Placement view:
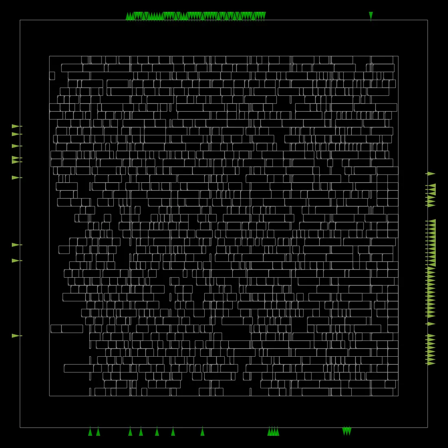
Where the registers sit:
The bar under the picture is 50 um long. Other sequential cells in the stronger gray, the rest of the logic in the fainter gray.
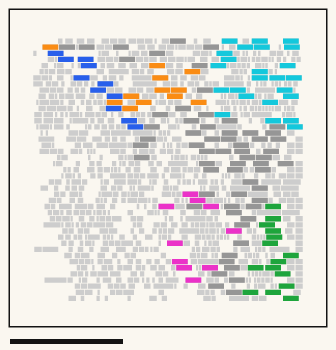
Cell area per tile:
The die is cut into 14 by 14 equal tiles; white is low, dark blue is high, 0 to 100% covered.
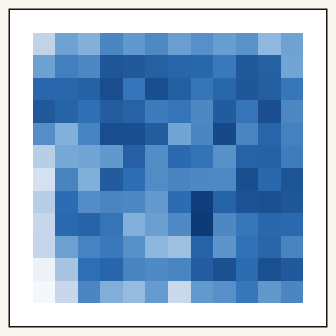
Placement by cell class:
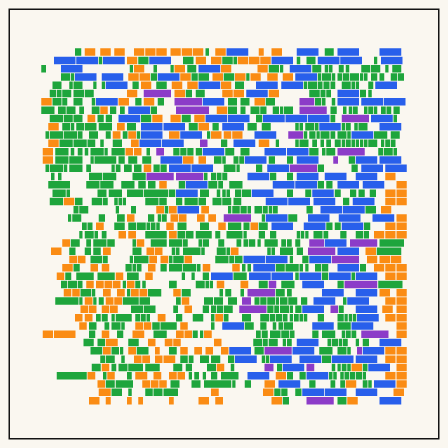
Signal wires on met3:
The bar under the picture is 50 um long.
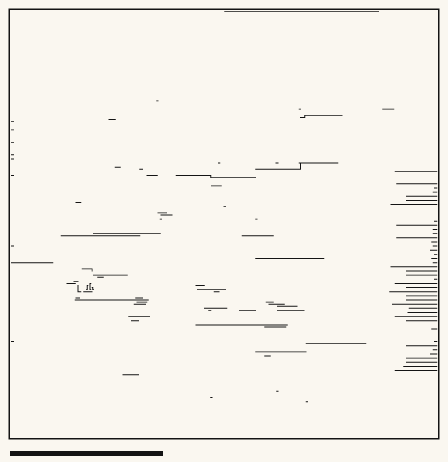
File: config.mk
export PLATFORM = sky130hd
export DESIGN_NAME = vram_text_reader
export DESIGN_NICKNAME = d
export VERILOG_FILES = /design/src/rtl/vram_text_reader.sv
export SDC_FILE = /design/constraint.sdc
export NUM_CORES = 1
export LEC_CHECK = 0
export CORE_MARGIN = 10
export CORE_UTILIZATION = 49
export CTS_CLUSTER_DIAMETER = 200
export DETAILED_ROUTE_END_ITERATION = 10
export PLACE_DENSITY_LB_ADDON = 0.12
export SLEW_MARGIN = 20
export SYNTH_ARGS = -nofsm -noshare
export SYNTH_HDL_FRONTEND = slang
export SYNTH_SLANG_ARGS = --single-unit
export TNS_END_PERCENT = 20
File: constraint.sdc
create_clock -name clk -period 5.6 [get_ports clk]
set_input_delay 1.68 -clock clk [delete_from_list [all_inputs] [get_ports clk]]
set_output_delay 1.68 -clock clk [all_outputs]
set_load 0.005 [all_outputs]
File: src/rtl/vram_text_reader.sv
// ----------------------------------------------------------------------------
// vram_text_reader
//
// Read-side consumer of the character video RAM. It turns the VGA scan
// position into a video RAM read address, then a font ROM address, then a
// 24-bit RGB pixel. The pipeline has a fixed 5-cycle latency and is matched
// to single-cycle synchronous RAM/ROM read ports. It also provides a splash
// screen glyph source and a blinking cell cursor.
//
// Ports:
//   clk         pixel clock, one pixel per cycle
//   rst         synchronous active-high reset
//   h_addr      scan column from the VGA controller
//   v_addr      scan row from the VGA controller
//   de          display enable from the VGA controller
//   splash      1 = glyphs from splash_q, 0 = glyphs from vram_q
//   vram_addr   video RAM read address (row*COLS + col)
//   vram_q      video RAM data: [10:8] colour code, [7:0] character code
//   splash_q    splash ROM data for the same address as vram_addr
//   font_addr   font ROM address {glyph, line}
//   font_q      font ROM row, bit k = pixel column k of the cell (bit 0 left)
//   cursor_en   enables the cursor overlay
//   cursor_pos  linear cell index of the cursor
//   vga_data    RGB pixel out
//   pix_valid   de delayed to line up with vga_data
// ----------------------------------------------------------------------------
module vram_text_reader #(
    parameter int COLS         = 70,
    parameter int ROWS         = 30,
    parameter int CELL_W       = 9,
    parameter int CELL_H       = 16,
    parameter int ACTIVE_W     = 630,
    parameter int BLINK_CYCLES = 12500000
) (
    input  logic        clk,
    input  logic        rst,
    input  logic [9:0]  h_addr,
    input  logic [9:0]  v_addr,
    input  logic        de,
    input  logic        splash,
    output logic [11:0] vram_addr,
    input  logic [10:0] vram_q,
    input  logic [7:0]  splash_q,
    output logic [11:0] font_addr,
    input  logic [11:0] font_q,
    input  logic        cursor_en,
    input  logic [11:0] cursor_pos,
    output logic [23:0] vga_data,
    output logic        pix_valid
);

    localparam int         LINE_W  = $clog2(CELL_H);
    localparam int         BLINK_W = (BLINK_CYCLES > 1) ? $clog2(BLINK_CYCLES) : 1;
    localparam logic [3:0] PX_LAST = 4'(CELL_W - 1);
    localparam logic [9:0] V_LIMIT = 10'(ROWS * CELL_H);

    // Column tracker state: previous h_addr and the px/col of that position
    logic [9:0]         last_h_q,      last_h_d;
    logic               track_ok_q,    track_ok_d;
    logic [6:0]         col_q,         col_d;
    logic [3:0]         px1_q,         px1_d;

    // Stage 1: cell position and RAM address
    logic [3:0]         line1_q,       line1_d;
    logic               vis1_q,        vis1_d;
    logic               de1_q,         de1_d;
    logic [11:0]        vram_addr_q,   vram_addr_d;

    // Stage 2: waiting on the video RAM read
    logic [3:0]         px2_q,         px2_d;
    logic [3:0]         line2_q,       line2_d;
    logic               vis2_q,        vis2_d;
    logic               de2_q,         de2_d;
    logic [11:0]        cell2_q,       cell2_d;

    // Stage 3: glyph selected, font address issued
    logic [3:0]         px3_q,         px3_d;
    logic               vis3_q,        vis3_d;
    logic               de3_q,         de3_d;
    logic [2:0]         colour3_q,     colour3_d;
    logic               hit3_q,        hit3_d;
    logic [11:0]        font_addr_q,   font_addr_d;

    // Stage 4: waiting on the font ROM read
    logic [3:0]         px4_q,         px4_d;
    logic               vis4_q,        vis4_d;
    logic               de4_q,         de4_d;
    logic [2:0]         colour4_q,     colour4_d;
    logic               hit4_q,        hit4_d;

    // Stage 5: registered outputs
    logic [23:0]        vga_data_q,    vga_data_d;
    logic               pix_valid_q,   pix_valid_d;

    // Cursor blink timebase
    logic [BLINK_W-1:0] blink_cnt_q,   blink_cnt_d;
    logic               blink_phase_q, blink_phase_d;

    // Combinational temporaries
    logic [5:0]         row;
    logic [7:0]         glyph;
    logic               lit;
    logic [23:0]        palette;

    // Next-state logic for every pipeline stage. The column tracker steps
    // px/col incrementally while h_addr advances by one each cycle, and
    // clears at h_addr == 0. When the scan position jumps (first pixel after
    // reset, or any non-consecutive h_addr) it resynchronises from the
    // arithmetic definition so the cell position is never stale.
    always_comb begin
        row           = 6'(v_addr >> LINE_W);
        glyph         = 8'd0;
        lit           = 1'b0;
        palette       = 24'hffffff;

        last_h_d      = h_addr;
        track_ok_d    = 1'b1;
        col_d         = col_q;
        px1_d         = px1_q;

        if (h_addr == 10'd0) begin
            px1_d = 4'd0;
            col_d = 7'd0;
        end else if (track_ok_q && (h_addr == last_h_q + 10'd1)) begin
            if (px1_q == PX_LAST) begin
                px1_d = 4'd0;
                col_d = col_q + 7'd1;
            end else begin
                px1_d = px1_q + 4'd1;
            end
        end else begin
            px1_d = 4'(h_addr % 10'(CELL_W));
            col_d = 7'(h_addr / 10'(CELL_W));
        end

        line1_d       = v_addr[LINE_W-1:0];
        vis1_d        = de && (h_addr < 10'(ACTIVE_W)) && (v_addr < V_LIMIT);
        de1_d         = de;
        vram_addr_d   = 12'(row) * 12'(COLS) + 12'(col_d);

        px2_d         = px1_q;
        line2_d       = line1_q;
        vis2_d        = vis1_q;
        de2_d         = de1_q;
        cell2_d       = vram_addr_q;

        // vram_q / splash_q now hold the data for cell2_q
        glyph         = splash ? splash_q : vram_q[7:0];
        colour3_d     = splash ? 3'd0 : vram_q[10:8];
        font_addr_d   = {glyph, line2_q};
        hit3_d        = cursor_en && blink_phase_q && (cell2_q == cursor_pos);
        px3_d         = px2_q;
        vis3_d        = vis2_q;
        de3_d         = de2_q;

        px4_d         = px3_q;
        vis4_d        = vis3_q;
        de4_d         = de3_q;
        colour4_d     = colour3_q;
        hit4_d        = hit3_q;

        // font_q now holds the glyph row for the stage-4 pixel
        lit           = font_q[px4_q] ^ hit4_q;
        case (colour4_q)
            3'd1:    palette = 24'heefe25;
            3'd2:    palette = 24'h10feee;
            3'd3:    palette = 24'he864d5;
            3'd4:    palette = 24'h38f722;
            3'd5:    palette = 24'hee2d1b;
            default: palette = 24'hffffff;
        endcase
        vga_data_d    = (vis4_q && lit) ? palette : 24'h000000;
        pix_valid_d   = de4_q;

        // Blink counter runs continuously, independent of de
        if (blink_cnt_q == BLINK_W'(BLINK_CYCLES - 1)) begin
            blink_cnt_d   = '0;
            blink_phase_d = ~blink_phase_q;
        end else begin
            blink_cnt_d   = blink_cnt_q + BLINK_W'(1);
            blink_phase_d = blink_phase_q;
        end
    end

    // All state registers. Reset clears every stage so that a reset in the
    // middle of a line drops all in-flight pixels and the pipeline refills
    // from scratch.
    always_ff @(posedge clk) begin
        if (rst) begin
            last_h_q      <= '0;
            track_ok_q    <= 1'b0;
            col_q         <= '0;
            px1_q         <= '0;
            line1_q       <= '0;
            vis1_q        <= 1'b0;
            de1_q         <= 1'b0;
            vram_addr_q   <= '0;
            px2_q         <= '0;
            line2_q       <= '0;
            vis2_q        <= 1'b0;
            de2_q         <= 1'b0;
            cell2_q       <= '0;
            px3_q         <= '0;
            vis3_q        <= 1'b0;
            de3_q         <= 1'b0;
            colour3_q     <= '0;
            hit3_q        <= 1'b0;
            font_addr_q   <= '0;
            px4_q         <= '0;
            vis4_q        <= 1'b0;
            de4_q         <= 1'b0;
            colour4_q     <= '0;
            hit4_q        <= 1'b0;
            vga_data_q    <= '0;
            pix_valid_q   <= 1'b0;
            blink_cnt_q   <= '0;
            blink_phase_q <= 1'b0;
        end else begin
            last_h_q      <= last_h_d;
            track_ok_q    <= track_ok_d;
            col_q         <= col_d;
            px1_q         <= px1_d;
            line1_q       <= line1_d;
            vis1_q        <= vis1_d;
            de1_q         <= de1_d;
            vram_addr_q   <= vram_addr_d;
            px2_q         <= px2_d;
            line2_q       <= line2_d;
            vis2_q        <= vis2_d;
            de2_q         <= de2_d;
            cell2_q       <= cell2_d;
            px3_q         <= px3_d;
            vis3_q        <= vis3_d;
            de3_q         <= de3_d;
            colour3_q     <= colour3_d;
            hit3_q        <= hit3_d;
            font_addr_q   <= font_addr_d;
            px4_q         <= px4_d;
            vis4_q        <= vis4_d;
            de4_q         <= de4_d;
            colour4_q     <= colour4_d;
            hit4_q        <= hit4_d;
            vga_data_q    <= vga_data_d;
            pix_valid_q   <= pix_valid_d;
            blink_cnt_q   <= blink_cnt_d;
            blink_phase_q <= blink_phase_d;
        end
    end

    assign vram_addr = vram_addr_q;
    assign font_addr = font_addr_q;
    assign vga_data  = vga_data_q;
    assign pix_valid = pix_valid_q;

endmodule
==> notes.md <==
The run has ended; figures from its reports follow.

The maximum VDD drop came out at roughly 230 uV. The HPWL after detailed placement is around 14000 um. Summed over all layers, the routed wires come to 18700 um.

The relative slew slack is between 60% and 70%. The worst setup path is launched from an input pin. The worst setup slack before clock tree synthesis is -0.691 ns.

The proportion of register bits with asynchronous set or reset after synthesis came out at 0%. The reg-to-reg setup timing slack is ~1.7 ns. After synthesis, the most frequently instantiated cells are sky130_fd_sc_hd__dfxtp_1 (134), sky130_fd_sc_hd__nor2_1 (96), sky130_fd_sc_hd__nor2b_1 (63). The synthesis stats list as the most numerous cell sky130_fd_sc_hd__dfxtp_1. The buffer and inverter count on the worst path is 5. The area fraction in full adders, half adders and majority gates is 7.54%.

The sequential cell area in the final layout is 0.00268 mm2. The number of endpoints failing setup at the final stage is 0. The final timing summary puts the cycle share of the worst path at a little over nine tenths. The number of synthesis warnings is 0. The number of search-and-repair iterations in the first detailed-routing pass came out at 5.

The post-synth register bit count is around 130. The total power is about 2900 uW. The cell at the root of the clock tree is sky130_fd_sc_hd__clkbuf_16. For this design the total switching power over the nets is 786 uW.

The worst reg-to-reg path cell count is 19. For the worst reg-to-reg path, the startpoint reported by OpenROAD is last_h_q[2]$_SDFF_PP0_. By area, the combinational part of the netlist is dominated by simple AND/OR/NAND/NOR gates.

The wire length on met1 is 8420 um. The average vias per placed instance is 5.25. For this block, the initial DRC count from the detailed router was 296. The number of antenna violations at the first check in global routing is 0.

The biggest area contributor in the post-synthesis netlist is sky130_fd_sc_hd__dfxtp_1. The signal on the critical path passes through clkdlybuf4s15_1 > buf_6 > nand2b_4 > a2111oi_4 > a21o_1 > nor3_4 > a21oi_4 > nor2_2 > or3_4 > a22o_1 > ha_2 > buf_4 > buf_4 > inv_1 > nor2_1 > o221ai_1 > o21ai_0 > o211ai_1 > o311ai_1 > a22o_1 > a21oi_2 > mux2_4 > a211oi_2. The flow ran to the end, and the final reports show no timing, DRC or antenna violations. The met2 layer usage reported by global route came out at 31.7%. Summed over all nets, wire length on met2 after detailed routing comes to 9180 um. Across all setup checks in the final design, the least slack found is about 0.21 ns.

The number of flip-flops under the largest register name came out at 24. The shortest period the worst path allows came out at 5.39 ns. The portion of synthesized cell area occupied by the leading cell type came out at 37.8%.

Between the synthesized netlist and the finished layout, the area growth was recorded as 38.7%. The cell area that synthesis handed to floorplanning was 0.00709 mm2. The critical path depth in cells came out at 23. The sequential power is 1070 uW. In this run, the synthesized area fraction spent on xor and xnor cells is recorded as 9.13%. The final layout reports a setup TNS of 0 ns. The largest register by flop count is blink_cnt_q. Ranked by total area, the top cell class in this layout is logic gates. Internal power comes to ~2100 uW. The final standard cell count with taps included and fillers excluded came out at 1194. The worst setup skew after layout is 0.00903 ns. The switching part of the total came out at 26.8%. The sequential group share of total power came out at 36.5%. The timing report gives the biggest stage delay along the critical path as 0.38 ns. In this run the worst hold path is classified as reg2reg. The number of cells in Yosys stat came out at about 800.

The total I/O pin count is 117. The height of the chip is 140 um. The power in the clock group is approximately 1100 uW. The starting density of the core is 50.5%. The post-detailed-placement cell area is 0.00901 mm2. Per the placement log, port buffering inserted 116 buffers. The run reported a max-capacitance violation count of 0. Each instance of the synthesized netlist takes up on average between 8 and 9 um2. The top achievable clock speed came out at 186 MHz. For this design the ratio of total power to cell area is ~300 mW/mm2. For this design, the slowest cell found on the critical path is sky130_fd_sc_hd__a2111oi_4. Looking at the reg2reg group, the worst path ends at vram_addr[10]$_SDFF_PP0_. The synthesized netlist has a Yosys-reported chip area of 0.00709 mm2. The worst-path maximum fanout is 7. The area fraction in compound gates after synthesis came out at 13.8%. The synthesized instance count is roughly 800.
-- 'placement view' (at the start) --
tap cell count: 180
row cnt: 43
fillers: 1049
register fraction of the total cell area: 27.3%

-- 'where the registers sit' (at the start) --
- `cell2_q`: orange (placed flops 12; where top middle)
- `vga_data`: green (placed flops 15; where bottom right)
- `vram_addr`: blue (placed flops 11; where top left)
- `last_h_q`: magenta (placed flops 10; where bottom middle)
- `blink_cnt_q`: cyan (placed flops 24; where top right)

-- 'cell area per tile' (at the start) --
- fullest tile: 96%
- emptiest ninth of the die: bottom left
- mean over tiles: 49%
- nearly empty tiles: 27%
- tiles over 75% full: 29%
- densest ninth of the die: middle

-- 'placement by cell class' (at the start) --
- remaining buffers and delay cells: orange (cells 229; share of their area 21%)
- clock drivers and dummy loads: purple (cells 31; share of their area 6.2%)
- remaining logic cells: green (cells 620; share of their area 45%)
- sequential cells: blue (cells 134; share of their area 28%)

-- 'signal wires on met3' (at the start) --
- share of all routed wire: 4.1%
- nets with wire on the layer: 89
- longest straight run: 50.4 um

Power and IR drop assume default switching activity.
